Run 1, clock distribution:
Scale: 4 px per µm.
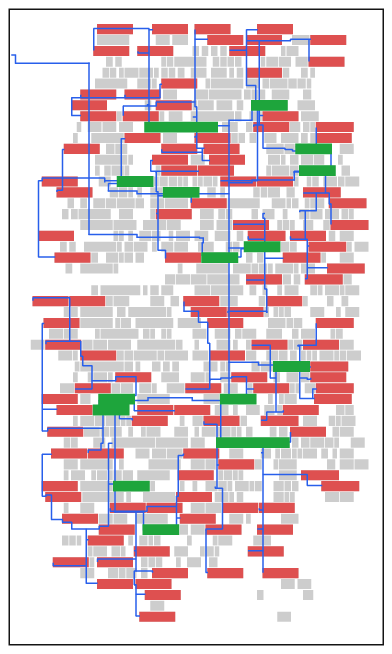
Run 1, signal wires on met4:
Scale: 3 px per µm.
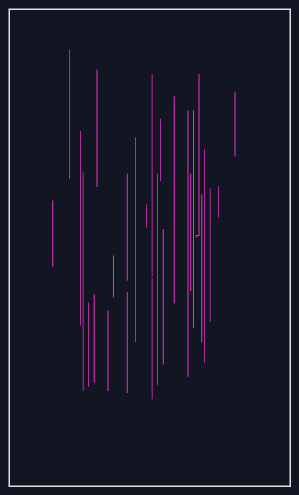
Run 1, power grid:
Scale: 4 px per µm. Pins as bars on the die edge.
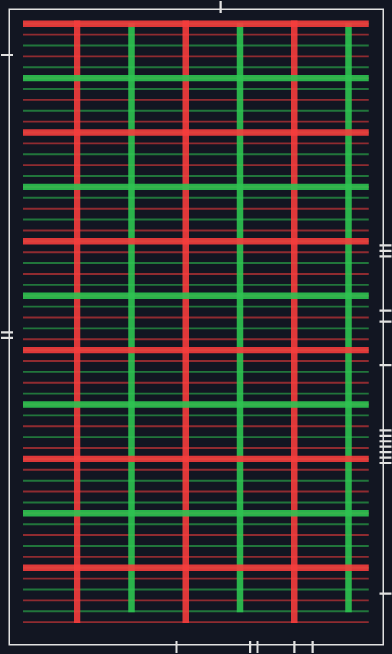
Run 1, cell density map:
Scale: 2 px per µm. The die is cut into 9 by 16 equal tiles; white is low, dark blue is high, 0 to 100% covered.
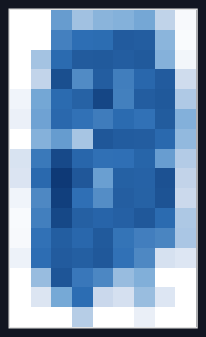
==> config.mk <==
export PLATFORM = sky130hd
export DESIGN_NAME = snn_spike_decoder_flat
export DESIGN_NICKNAME = d
export VERILOG_FILES = /design/src/rtl/snn_spike_decoder_if.sv /design/src/rtl/snn_spike_decoder.sv /design/src/flat_wrapper.sv
export SDC_FILE = /design/constraint.sdc
export NUM_CORES = 1
export LEC_CHECK = 0
export CORE_ASPECT_RATIO = 1.75
export CORE_MARGIN = 3
export CORE_UTILIZATION = 52
export DETAILED_ROUTE_END_ITERATION = 12
export PLACE_DENSITY = 0.76
export SKIP_LAST_GASP = 1
export SLEW_MARGIN = 20
export SYNTH_ARGS = -nofsm -noshare
export SYNTH_HDL_FRONTEND = slang
export SYNTH_SLANG_ARGS = --single-unit
export TNS_END_PERCENT = 100
==> constraint.sdc <==
create_clock -name ACLK -period 5.8 [get_ports ACLK]
set_clock_uncertainty 0.15 [all_clocks]
set_input_delay 0.58 -clock ACLK [delete_from_list [all_inputs] [get_ports ACLK]]
set_output_delay 0.58 -clock ACLK [all_outputs]
set_load 0.1 [all_outputs]
==> src/rtl/snn_spike_decoder_if.sv <==
// Spike-readout bus between the SNN output layer / control FSM and the decoder.
// Control pulses and spike events flow in; status and the winning class flow out.
interface snn_spike_decoder_if #(
    parameter int SPK_ADDR_WIDTH = 8
);
    logic                      START;
    logic                      WINDOW_END;
    logic                      SPIKE_VALID;
    logic [SPK_ADDR_WIDTH-1:0] SPIKE_ADDR;
    logic                      BUSY;
    logic                      COPROCESSOR_RDY;
    logic [7:0]                INFERED_DIGIT;

    modport master (
        output START, WINDOW_END, SPIKE_VALID, SPIKE_ADDR,
        input  BUSY, COPROCESSOR_RDY, INFERED_DIGIT
    );

    modport slave (
        input  START, WINDOW_END, SPIKE_VALID, SPIKE_ADDR,
        output BUSY, COPROCESSOR_RDY, INFERED_DIGIT
    );
endinterface

==> src/rtl/snn_spike_decoder.sv <==
// Counts output-layer spikes per class over a window, then serially scans for the argmax.
// Result latency is N_OUT cycles after WINDOW_END; no backpressure, START always restarts.
module snn_spike_decoder #(
    parameter int N_OUT          = 10,
    parameter int CNT_WIDTH      = 8,
    parameter int SPK_ADDR_WIDTH = 8
) (
    input  logic                  ACLK,
    input  logic                  ARESETN,
    snn_spike_decoder_if.slave    bus
);

    typedef enum logic [1:0] {
        S_IDLE  = 2'd0,
        S_COUNT = 2'd1,
        S_SCAN  = 2'd2,
        S_DONE  = 2'd3
    } state_t;

    localparam int                        IDX_W    = (N_OUT > 1) ? $clog2(N_OUT) : 1;
    localparam logic [CNT_WIDTH-1:0]      CNT_MAX  = '1;
    localparam logic [7:0]                IDX_LAST = 8'(N_OUT - 1);
    localparam logic [SPK_ADDR_WIDTH-1:0] ADDR_LIM = SPK_ADDR_WIDTH'(N_OUT);

    state_t               state_q, state_d;
    logic [CNT_WIDTH-1:0] cnt_q [N_OUT];
    logic [CNT_WIDTH-1:0] cnt_d [N_OUT];
    logic [7:0]           idx_q, idx_d;
    logic [CNT_WIDTH-1:0] best_cnt_q, best_cnt_d;
    logic [7:0]           best_idx_q, best_idx_d;
    logic                 busy_q, busy_d;
    logic                 rdy_q, rdy_d;
    logic [7:0]           digit_q, digit_d;

    logic                 spike_hit;
    logic [IDX_W-1:0]     spike_idx;
    logic [CNT_WIDTH-1:0] scan_cnt;
    logic                 scan_gt;
    logic                 scan_last;
    logic [7:0]           scan_best_idx;

    // Out-of-range addresses never reach the counter array.
    assign spike_hit = (state_q == S_COUNT) && bus.SPIKE_VALID && (bus.SPIKE_ADDR < ADDR_LIM);
    assign spike_idx = bus.SPIKE_ADDR[IDX_W-1:0];

    // Strict greater-than keeps the lowest index on ties; all-zero leaves 8'hFF.
    assign scan_cnt      = cnt_q[idx_q[IDX_W-1:0]];
    assign scan_gt       = scan_cnt > best_cnt_q;
    assign scan_last     = (idx_q == IDX_LAST);
    assign scan_best_idx = scan_gt ? idx_q : best_idx_q;

    always_ff @(posedge ACLK or negedge ARESETN) begin
        if (!ARESETN) begin
            state_q <= S_IDLE;
        end else begin
            state_q <= state_d;
        end
    end

    always_comb begin
        state_d = state_q;
        if (bus.START) begin
            state_d = S_COUNT;
        end else begin
            case (state_q)
                S_COUNT: if (bus.WINDOW_END) state_d = S_SCAN;
                S_SCAN:  if (scan_last)      state_d = S_DONE;
                default: state_d = state_q;
            endcase
        end
    end

    always_comb begin
        busy_d  = (state_d == S_COUNT) || (state_d == S_SCAN);
        rdy_d   = (state_d == S_DONE);
        digit_d = digit_q;
        if (!bus.START && (state_q == S_SCAN) && scan_last) begin
            digit_d = scan_best_idx;
        end
    end

    always_comb begin
        cnt_d      = cnt_q;
        idx_d      = idx_q;
        best_cnt_d = best_cnt_q;
        best_idx_d = best_idx_q;
        if (bus.START) begin
            for (int i = 0; i < N_OUT; i++) begin
                cnt_d[i] = '0;
            end
        end else begin
            case (state_q)
                S_COUNT: begin
                    if (spike_hit && (cnt_q[spike_idx] != CNT_MAX)) begin
                        cnt_d[spike_idx] = cnt_q[spike_idx] + 1'b1;
                    end
                    if (bus.WINDOW_END) begin
                        idx_d      = '0;
                        best_cnt_d = '0;
                        best_idx_d = 8'hFF;
                    end
                end
                S_SCAN: begin
                    if (scan_gt) begin
                        best_cnt_d = scan_cnt;
                        best_idx_d = idx_q;
                    end
                    idx_d = idx_q + 8'd1;
                end
                default: ;
            endcase
        end
    end

    always_ff @(posedge ACLK or negedge ARESETN) begin
        if (!ARESETN) begin
            for (int i = 0; i < N_OUT; i++) begin
                cnt_q[i] <= '0;
            end
            idx_q      <= '0;
            best_cnt_q <= '0;
            best_idx_q <= 8'hFF;
            busy_q     <= 1'b0;
            rdy_q      <= 1'b0;
            digit_q    <= 8'hFF;
        end else begin
            for (int i = 0; i < N_OUT; i++) begin
                cnt_q[i] <= cnt_d[i];
            end
            idx_q      <= idx_d;
            best_cnt_q <= best_cnt_d;
            best_idx_q <= best_idx_d;
            busy_q     <= busy_d;
            rdy_q      <= rdy_d;
            digit_q    <= digit_d;
        end
    end

    assign bus.BUSY            = busy_q;
    assign bus.COPROCESSOR_RDY = rdy_q;
    assign bus.INFERED_DIGIT   = digit_q;

endmodule

==> src/flat_wrapper.sv <==
// flat-port wrapper written by rule: the top's interface ports become plain ports
module snn_spike_decoder_flat 
#(
    parameter int N_OUT          = 10,
    parameter int CNT_WIDTH      = 8,
    parameter int SPK_ADDR_WIDTH = 8
)
  (ACLK, ARESETN, bus_START, bus_WINDOW_END, bus_SPIKE_VALID, bus_SPIKE_ADDR, bus_BUSY, bus_COPROCESSOR_RDY, bus_INFERED_DIGIT);
  snn_spike_decoder_if #(.SPK_ADDR_WIDTH(SPK_ADDR_WIDTH)) bus_i ();
  input  logic ACLK;
  input  logic ARESETN;
  input wire logic [$bits(bus_i.START)-1:0] bus_START;
  input wire logic [$bits(bus_i.WINDOW_END)-1:0] bus_WINDOW_END;
  input wire logic [$bits(bus_i.SPIKE_VALID)-1:0] bus_SPIKE_VALID;
  input wire logic [$bits(bus_i.SPIKE_ADDR)-1:0] bus_SPIKE_ADDR;
  output wire logic [$bits(bus_i.BUSY)-1:0] bus_BUSY;
  output wire logic [$bits(bus_i.COPROCESSOR_RDY)-1:0] bus_COPROCESSOR_RDY;
  output wire logic [$bits(bus_i.INFERED_DIGIT)-1:0] bus_INFERED_DIGIT;
  assign bus_i.START = bus_START;
  assign bus_i.WINDOW_END = bus_WINDOW_END;
  assign bus_i.SPIKE_VALID = bus_SPIKE_VALID;
  assign bus_i.SPIKE_ADDR = bus_SPIKE_ADDR;
  assign bus_BUSY = bus_i.BUSY;
  assign bus_COPROCESSOR_RDY = bus_i.COPROCESSOR_RDY;
  assign bus_INFERED_DIGIT = bus_i.INFERED_DIGIT;
  snn_spike_decoder #(.N_OUT(N_OUT), .CNT_WIDTH(CNT_WIDTH), .SPK_ADDR_WIDTH(SPK_ADDR_WIDTH)) u_core (.ACLK(ACLK), .ARESETN(ARESETN), .bus(bus_i));
endmodule
==> out/results.ini, run 1 <==
[final_layout]
buffers_excl_clock = 33
sh_seq_area_pct = 37.6
nMultiInputCombCells = 466
clkbuf_count = 17
final-clk-cell-share_pct = 7.83
mostFrequentLayoutCell = dfrtp_1
comb-cell-share_pct = 47.1
nFillCells = 1077
nNonClkInverters = 19
drive_gt1_share_pct = 17.7

[placement]
dpl_worst_slack_ps = 1200
placed_cell_area_um2 = 7160
finalWeightedCongestion = 0.939
hpwlAfterDp_um = 13100

[synthesis]
ys_seq_share_pct = 42.3
synth_top_area_share_pct = 36.2
ys_ff = 116
ys_sh_simple_pct = 13.7
syn_inst = 646
synthArstFlopShare_pct = 100
synth.logic.top_family = multiplexers
synthTopCellsByCount = dfrtp_1, mux2i_1, nand2_1
synth_cell_type_count = 59
ff_type = dfrtp_1
ys_sh_adder_pct = 2.72
yosysWarningCount = 0
mux_share_pct = 21.7
syn_area_per_cell_um2 = 10.7

[clock_tree]
post_cts_buffers = 0
max-clock-path-buffers = 2
cts_resized = 0
root_buffer = clkbuf_16
cts_sinks = 116
cts_inserted_buffers = 17
cts.clk_slew.worst_paths_ps = 60

[job]
tool_warnings = 29
maxCapViolCount = 0

[timing]
rsz0062_at_grt = no
hold_violations = 0
fmax_ghz = 0.238
fin_tns_setup_ps = 0
slew_viol_final = 0
finalWorstSetupSlack_ps = 1600
tightest_slew_ps = 986
period_needed_ps = 4200
setup_violations = 0

[route]
wl_met1_um = 6630
firstDrtPassIters = 8
routed-wl-met2_um = 9870
routedWlPerCell_um = 22.2

[setup_path]
cp_cell_sequence = clkdlybuf4s50_1, nor3b_1, a222oi_1, and2_1, inv_1, ha_1, nor2b_1, nand3_2, o2111ai_4, mux2i_1, nor2_1
start_kind = input port
path_max_fanout = 14
regToRegStartpoint = u_core.idx_q[0]
cp_top_family = simple AND/OR/NAND/NOR gates
worstSetupPathType = in2reg
r2r-end = u_core.best_cnt_q[3]
rrSetupSlack_ps = 1770
cp_slowest_stage_delay_ps = 760

[run_status]
status = finished clean

[global_route]
grt.met1_usage_pct = 28.5
grt_max_degree = 71
grt_use_met2_pct = 47.4

[pwr]
p_leak_uw = 0.00314
p_total_uw = 2160
power_density_nw_per_um2 = 279

[floorplanning]
taps = 171
ios = 23
num_rows = 55

Back to the opening pictures, 'clock distribution':
[green] clock drivers | count: 17
[blue] clock wires | length: 1520 µm
[red] flip-flops | count: 116
flops lie	widely spread
routed clock nets	18
Clock Power Share: 49.6%
Latency at later pin: 420 ps
P_clk: 1070 µW

Back to the opening pictures, 'signal wires on met4':
main direction	vertical
nets with wire on the layer	26
share of all routed wire	6.7%
Via Count: 5286
total length of routed wires: 18600 µm

Back to the opening pictures, 'power grid':
colour	net
red	VSS
green	VDD
met4 straps	6
signal pins	23
met1 rails	56
met5 straps	11
die width: 93.1 µm
Peak supply drop: 0.174 mV
Die Y: 158 µm
area of the core: 12900 µm²

Back to the opening pictures, 'cell density map':
emptiest ninth of the die	south-east
fullest tile	96%
mean over tiles	51%
tiles over 75% full	36%
nearly empty tiles	13%
FP Core Util: 53.4%
post-layout util: 60.0%

-- run 1: power breakdown --
| group | leakage [µW] | internal (µW) | switching, µW | total (µW) |
|---|---|---|---|---|
| Clock | 0.000286 | 678 | 395 | 1070 |
| Combinational | 0.00130 | 75.8 | 181 | 257 |
| Sequential | 0.00156 | 823 | 11.7 | 835 |
| Total | 0.00314 | 1580 | 588 | 2160 |
-- run 1: sequential cells by signal, indices dropped and copies added (netlist names) --
| register | flops |
|---|---|
| u_core.bus.INFERED_DIGIT | 8 |
| u_core.best_cnt_q | 8 |
| u_core.best_idx_q | 8 |
| u_core.idx_q | 8 |
| u_core.bus.COPROCESSOR_RDY | 1 |
| u_core.cnt_q | 80 |
| u_core.state_q | 2 |
| u_core.bus.BUSY | 1 |
Run 1, congestion heat map:
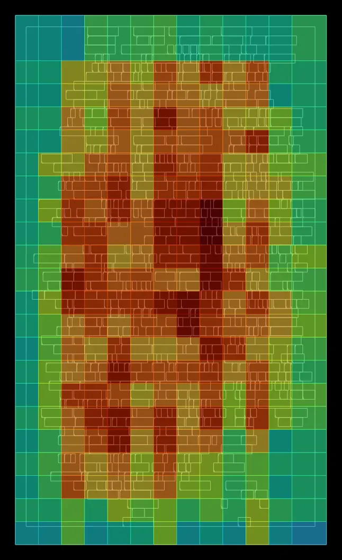

==> run 1 -> run 2 <==
Clock period 5.8 ns to 4.1 ns, I/O delays scaled along.
Run 2, congestion heat map:
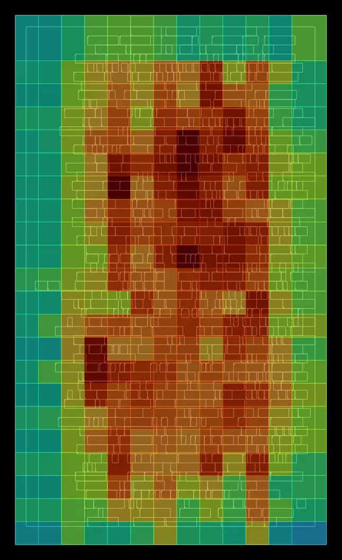
GR Util met3: 4.44%
Tot GR Track Use: 27.4%
post-layout util: 61.3%

==> run 2 against run 1 <==
Net effect:
- the run now ends with negative hold slack left
- register-to-register slack got worse by 1400 ps
- clock power grew 53%
- non-clock buffer count increased by 13
- wire length increased by 1.2%
- first-iteration DRC count fell by 36%
- highest routed layer unchanged
- via count increased by 2.1%
- core utilization grew 1.3 points
- combinational power grew 46%
- flip-flop count unchanged
- global-route usage is 0.95 points higher
==> out/results.ini, run 2 <==
[global_route]
antenna_found_initial = 1  ; was 0
grt.met1_usage_pct = 28.1  ; was 28.5%
grt_use_met2_pct = 49.8  ; was 47.4%
grt_max_degree = 76  ; was 71

[synthesis]
yosysWarningCount = 0  ; unchanged
ys_ff = 116  ; unchanged
ys_sh_adder_pct = 2.72  ; unchanged
syn_area_per_cell_um2 = 10.7  ; unchanged
synth_top_area_share_pct = 36.2  ; unchanged
synth_cell_type_count = 59  ; unchanged
syn_inst = 646  ; unchanged
yosys_cells = 646  ; unchanged
synthTopCellsByArea = dfrtp_1, mux2i_1, mux4_2  ; unchanged
mux_share_pct = 21.7  ; unchanged
ys_sh_xor_pct = 1.29  ; unchanged
ff_type = dfrtp_1  ; unchanged
ys_sh_simple_pct = 13.7  ; unchanged
enable_flop_cells = 0  ; unchanged
ys_seq_share_pct = 42.3  ; unchanged
synthTopCellsByCount = dfrtp_1, mux2i_1, nand2_1  ; unchanged
synthArstFlopShare_pct = 100  ; unchanged
synth.logic.top_family = multiplexers  ; unchanged

[run_status]
violations = negative hold slack
status = finished with violations  ; was finished clean

[route]
viasPerCell = 6.34  ; was 6.32
routed-wl-met2_um = 10300  ; was 9870 µm
wl_met1_um = 6530  ; was 6630 µm
routedWlPerCell_um = 22.1  ; was 22.2 µm
initialDrtViolationCount = 279  ; was 436
drt-total-wl_um = 18800  ; was 18600 µm
via_count = 5396  ; was 5286
firstDrtPassIters = 5  ; was 8

[timing]
setup_violations = 0  ; unchanged
tightest_slew_ps = 988  ; was 986 ps
finalWorstSetupSlack_ps = 352  ; was 1600 ps
slew_viol_final = 0  ; unchanged
fin_tns_setup_ps = 0  ; unchanged
holdWs_ps = -5.20  ; was 19.3 ps
period_needed_ps = 3750
fmax_ghz = 0.267
hold_violations = 4  ; was 0
rsz0062_at_grt = no  ; unchanged

[setup_path]
cp_cell_sequence = buf_4, mux4_2, a21oi_1, a21oi_1, ha_1, a21oi_1, nor2b_1, o21ai_0, nand2b_1, o22a_1, o21ai_1, a22o_1  ; was clkdlybuf4s50_1, nor3b_1, a222oi_1, and2_1, inv_1, ha_1, nor2b_1, nand3_2, o2111ai_4, mux2i_1, nor2_1
start_kind = register  ; was input port
crit_slowest_cell = dfrtp_2  ; was clkdlybuf4s50_1
cp_slowest_stage_delay_ps = 600  ; was 760 ps
path_max_fanout = 15  ; was 14
crit_path_end_kind = register  ; unchanged
cp_top_family = AND-OR/OR-AND gates  ; was simple AND/OR/NAND/NOR gates
worstSetupPathType = reg2reg  ; was in2reg

[final_layout]
nFillCells = 1084  ; was 1077
nMultiInputCombCells = 466  ; unchanged
largest_reg_flops = 80  ; unchanged
mi_logic_area_um2 = 3660  ; unchanged
drive_gt1_share_pct = 18.9  ; was 17.7%
buffer_area_share_pct = 5.11  ; was 3.74%
regMostFlops = u_core.cnt_q  ; unchanged
sh_seq_area_pct = 36.9  ; was 37.6%
final-clk-cell-share_pct = 8.25  ; was 7.83%
final_nets = 694  ; was 681
final_cell_mix = dfrtp_1, mux2i_1, nand2_1, nor2_1, a21oi_1  ; unchanged
nNonClkInverters = 19  ; unchanged
comb-cell-share_pct = 46.1  ; was 47.1%
clkbuf_count = 23  ; was 17
largest_cell_class = multi-input combinational cells  ; unchanged
mostFrequentLayoutCell = dfrtp_1  ; unchanged
buffers_excl_clock = 46  ; was 33
antennaDiodeCount = 1  ; was 0

[floorplanning]
ios = 23  ; unchanged
initCoreUtil_pct = 53.4  ; unchanged
taps = 171  ; unchanged
die_w_um = 93.1  ; unchanged
num_rows = 55  ; unchanged
coreArea_um2 = 12900  ; unchanged
die_y_um = 158  ; unchanged

[pwr]
p_comb_share_pct = 11.7  ; was 11.9%
seqPwrFrac_pct = 37.1  ; was 38.6%
p_leak_uw = 0.00324  ; was 0.00314 µW
switching_share_pct = 24.9  ; was 27.2%
power_density_nw_per_um2 = 405  ; was 279 nW/µm²
p_int_uw = 2410  ; was 1580 µW
ir_drop_mv = 0.238  ; was 0.174 mV
pg_clk_uw = 1640  ; was 1070 µW
p_switching_uw = 799  ; was 588 µW
p_seq_uw = 1190  ; was 835 µW
p_total_uw = 3210  ; was 2160 µW
comb_power_uw = 375  ; was 257 µW
clockPowerShare_pct = 51.3  ; was 49.6%
top_power_group = clock  ; unchanged

[clock_tree]
root_buffer = clkbuf_16  ; unchanged
cts_inserted_buffers = 17  ; unchanged
post_cts_buffers = 0  ; unchanged
cts.clk_slew.worst_paths_ps = 60  ; about the same
cts_max_level = 4  ; unchanged
cts_resized = 0  ; unchanged
max-clock-path-buffers = 2  ; unchanged
cts_sinks = 116  ; unchanged
clock_latency_ps = 420  ; about the same

[placement]
io_buffers = 22  ; unchanged
finalWeightedCongestion = 0.944  ; was 0.939
dpl_worst_slack_ps = 157  ; was 1200 ps
placed_cells = 818  ; was 805
placed_cell_area_um2 = 7270  ; was 7160 µm²
hpwlAfterDp_um = 13500  ; was 13100 µm

[job]
maxCapViolCount = 0  ; unchanged
tool_warnings = 29  ; unchanged

[hold_path]
min_path_type = in2async  ; unchanged

[run 2: cell counts after synthesis]
Identical to the previous run, type by type.
[run 2: final timing paths]
| path | startpoint | to | slack [ps] | depth (start not counted) |
|---|---|---|---|---|
| worst max-delay path | u_core.idx_q[0] | u_core.best_cnt_q[6] | 350 | 12 |
| worst min-delay path | ARESETN | u_core.state_q[1] | -5 | 1 |
| worst max register to register | u_core.idx_q[0] | u_core.best_cnt_q[6] | 350 | 12 |
| worst min register to register | u_core.bus.INFERED_DIGIT[2] | u_core.bus.INFERED_DIGIT[2] | 350 | 2 |
| max in group asynchronous | ARESETN | u_core.best_idx_q[0] | 2850 | 2 |
| min in group ACLK | u_core.bus.INFERED_DIGIT[2] | u_core.bus.INFERED_DIGIT[2] | 350 | 2 |
Run 2, signal wires on met4:
Scale: 3 px per µm.
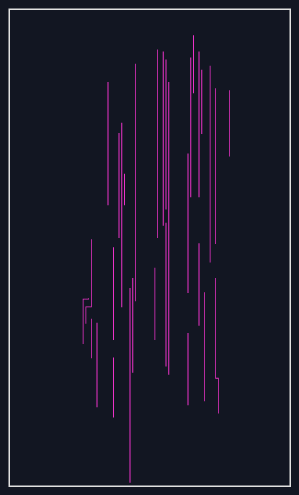

==> run 2 -> run 3 <==
==> constraint.sdc (replaced) <==
create_clock -name ACLK -period 4.1 [get_ports ACLK]
set_clock_uncertainty 0.15 [all_clocks]
set_input_delay 0.82 -clock ACLK [delete_from_list [all_inputs] [get_ports ACLK]]
set_output_delay 0.82 -clock ACLK [all_outputs]
set_load 0.1 [all_outputs]
Run 3, signal wires on met4:
Scale: 3 px per µm.
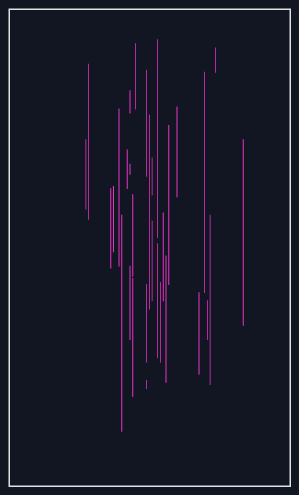
longest straight run	73.4 µm
nets with wire on the layer	25
total length of routed wires: 18400 µm
Via Count: 5374

==> run 3 against run 2 <==
Net effect:
- the run now ends clean
- cell count grew 1.1%
- wire length down 2.4%
- die area stayed put
- sequential share of layout area is 0.056 points lower
- non-clock buffer count increased by 10
- fmax down 0.63%
- synthesized cell count unchanged
- first-iteration DRC count up 51%
- critical path type is now in2reg
==> out/results.ini, run 3 <==
[floorplanning]
die-area_um2 = 14800  ; unchanged
die_y_um = 158  ; unchanged
ios = 23  ; unchanged
num_rows = 55  ; unchanged
initCoreUtil_pct = 53.4  ; unchanged
die_w_um = 93.1  ; unchanged
coreArea_um2 = 12900  ; unchanged

[final_layout]
mostFrequentLayoutCell = dfrtp_1  ; unchanged
final_nets = 704  ; was 694
syn2layout_area_growth_pct = 14.9  ; was 14.8%
final_area_um2 = 7940  ; was 7930 µm²
drive_gt1_share_pct = 19.9  ; was 18.9%
final_util_pct = 61.4  ; was 61.3%
final_cell_mix = dfrtp_1, mux2i_1, nand2_1, nor2_1, a21oi_1  ; unchanged
antennaDiodeCount = 0  ; was 1
final_cells = 860  ; was 851
regMostFlops = u_core.cnt_q  ; unchanged
largest_reg_flops = 80  ; unchanged

[synthesis]
synthTopCellsByArea = dfrtp_1, mux2i_1, mux4_2  ; unchanged
ff_type = dfrtp_1  ; unchanged
ys_sh_adder_pct = 2.72  ; unchanged
aoi_share_pct = 13.5  ; unchanged
yosysTopAreaCell = dfrtp_1  ; unchanged
fp_nets = 674  ; unchanged
synthTopCellsByCount = dfrtp_1, mux2i_1, nand2_1  ; unchanged
ys_seq_share_pct = 42.3  ; unchanged
syn-cell-area_um2 = 6910  ; unchanged
yosysChipArea_um2 = 6910  ; unchanged
synth_cell_type_count = 59  ; unchanged
mux_share_pct = 21.7  ; unchanged
ys_ff = 116  ; unchanged
yosysWarningCount = 0  ; unchanged
ys_sh_xor_pct = 1.29  ; unchanged
syn_area_per_cell_um2 = 10.7  ; unchanged
ys_sh_simple_pct = 13.7  ; unchanged
synth.logic.top_family = multiplexers  ; unchanged
syn_inst = 646  ; unchanged
synth_top_area_share_pct = 36.2  ; unchanged
enable_flop_cells = 0  ; unchanged
synthArstFlopShare_pct = 100  ; unchanged
yosysMostFrequentCell = dfrtp_1  ; unchanged
yosys_cells = 646  ; unchanged

[global_route]
grtUsageTotal_pct = 26.7  ; was 27.4%
grt_max_degree = 96  ; was 76
met3_usage_pct = 5.63  ; was 4.44%
grt.met1_usage_pct = 28.8  ; was 28.1%
first_global_vias = 5708  ; was 5647
grt_use_met2_pct = 47.4  ; was 49.8%
grt_pass1_wl_um = 30000  ; was 30500 µm
grt.busiest_layer = met2  ; unchanged
antenna_found_initial = 0  ; was 1
grt-ovfl-total = 0  ; unchanged

[clock_tree]
root_buffer = clkbuf_16  ; unchanged
cts_tree = built  ; unchanged
cts_sinks = 116  ; unchanged
post_cts_buffers = 0  ; unchanged
max-clock-path-buffers = 2  ; unchanged
cts.clk_slew.worst_paths_ps = 50  ; was 60 ps
cts_max_level = 4  ; unchanged
clock_latency_ps = 420  ; about the same
cts_inserted_buffers = 17  ; unchanged

[timing]
slew_viol_final = 0  ; unchanged
holdWs_ps = 142  ; was -5.20 ps
tightest_slew_ps = 973  ; was 988 ps
hold_violations = 0  ; was 4
period_needed_ps = 3770  ; was 3750 ps
fmax_ghz = 0.265  ; was 0.267 GHz
fin_tns_setup_ps = 0  ; unchanged
rsz0062_at_grt = no  ; unchanged
maxSlewHeadroom_pct = 34.9  ; was 34.1%
setup_violations = 0  ; unchanged
finalWorstSetupSlack_ps = 328  ; was 352 ps
fin_crit_sh_pct = 92.0  ; was 91.4%

[setup_path]
rrSetupSlack_ps = 330  ; was 350 ps
reg2reg_depth = 12  ; unchanged
path_depth = 11  ; was 12
cp_num_buf_inv = 2  ; was 1
cp_cell_sequence = clkdlybuf4s50_1, nor3b_2, a222oi_1, and2_1, inv_1, ha_1, nor2b_1, and3_1, a21oi_4, mux2i_1, nor2_1  ; was buf_4, mux4_2, a21oi_1, a21oi_1, ha_1, a21oi_1, nor2b_1, o21ai_0, nand2b_1, o22a_1, o21ai_1, a22o_1
regToRegStartpoint = u_core.idx_q[0]  ; unchanged
required_ps = 4240  ; was 4300 ps
crit_path_end = u_core.cnt_q[25]  ; was u_core.best_cnt_q[6]
crit_path_end_kind = register  ; unchanged
cp_top_family = simple AND/OR/NAND/NOR gates  ; was AND-OR/OR-AND gates
critPathArrivalTime_ps = 3920  ; was 3940 ps
r2r-end = u_core.bus.INFERED_DIGIT[4]  ; was u_core.best_cnt_q[6]
cp-startpoint = bus_SPIKE_ADDR[1]  ; was u_core.idx_q[0]
path_max_fanout = 9  ; was 15
cp_slowest_stage_delay_ps = 710  ; was 600 ps
start_kind = input port  ; was register
crit_slowest_cell = clkdlybuf4s50_1  ; was dfrtp_2
worstSetupPathType = in2reg  ; was reg2reg

[pwr]
p_leak_uw = 0.00326  ; was 0.00324 µW
power_density_nw_per_um2 = 387  ; was 405 nW/µm²
ir_drop_mv = 0.213  ; was 0.238 mV
p_total_uw = 3070  ; was 3210 µW

[route]
firstDrtPassIters = 5  ; unchanged
met3WireLength_um = 858  ; was 727 µm
wl_met1_um = 6550  ; was 6530 µm
routed-wl-met2_um = 9900  ; was 10300 µm
drc = 0  ; unchanged
routedWlPerCell_um = 21.4  ; was 22.1 µm
ant_nets = 0  ; unchanged
initialDrtViolationCount = 422  ; was 279
viasPerCell = 6.25  ; was 6.34
dr.max_layer_used = met4  ; unchanged

[placement]
dpl_worst_slack_ps = -82.4  ; was 157 ps
hpwlAfterDp_um = 13000  ; was 13500 µm
placed_cells = 828  ; was 818
io_buffers = 22  ; unchanged
placed_cell_area_um2 = 7350  ; was 7270 µm²
finalWeightedCongestion = 0.926  ; was 0.944

[hold_path]
min_path_type = in2async  ; unchanged

[job]
tool_warnings = 29  ; unchanged
maxCapViolCount = 0  ; unchanged

[run_status]
status = finished clean  ; was finished with violations

==> run 3: cell counts after synthesis <==
No cell type changed its count.
==> run 3: final cells by class <==
cell class                      count  area (µm²)
Multi-Input combinational cell    466        3660
Sequential cell                   116        2920
Inverter                           19        71.3
Fill cell                        1083        5000
Tap cell                          171         214
Clock buffer                       22         454
Clock inverter                     10         134
Timing Repair Buffer               56         480
==> run 3: what timing repair did <==
item,4_1_cts,5_1_grt
hold buffers,0,0
setup endpoints to repair,0,8
resized,0,1
==> run 3: power breakdown <==
part | internal (µW) | total (µW) | switching (µW)
sequential | 1160 | 1180 | 16.6
clock | 967 | 1500 | 533
combinational | 128 | 393 | 265
Power is estimated from default activity; no workload was simulated.
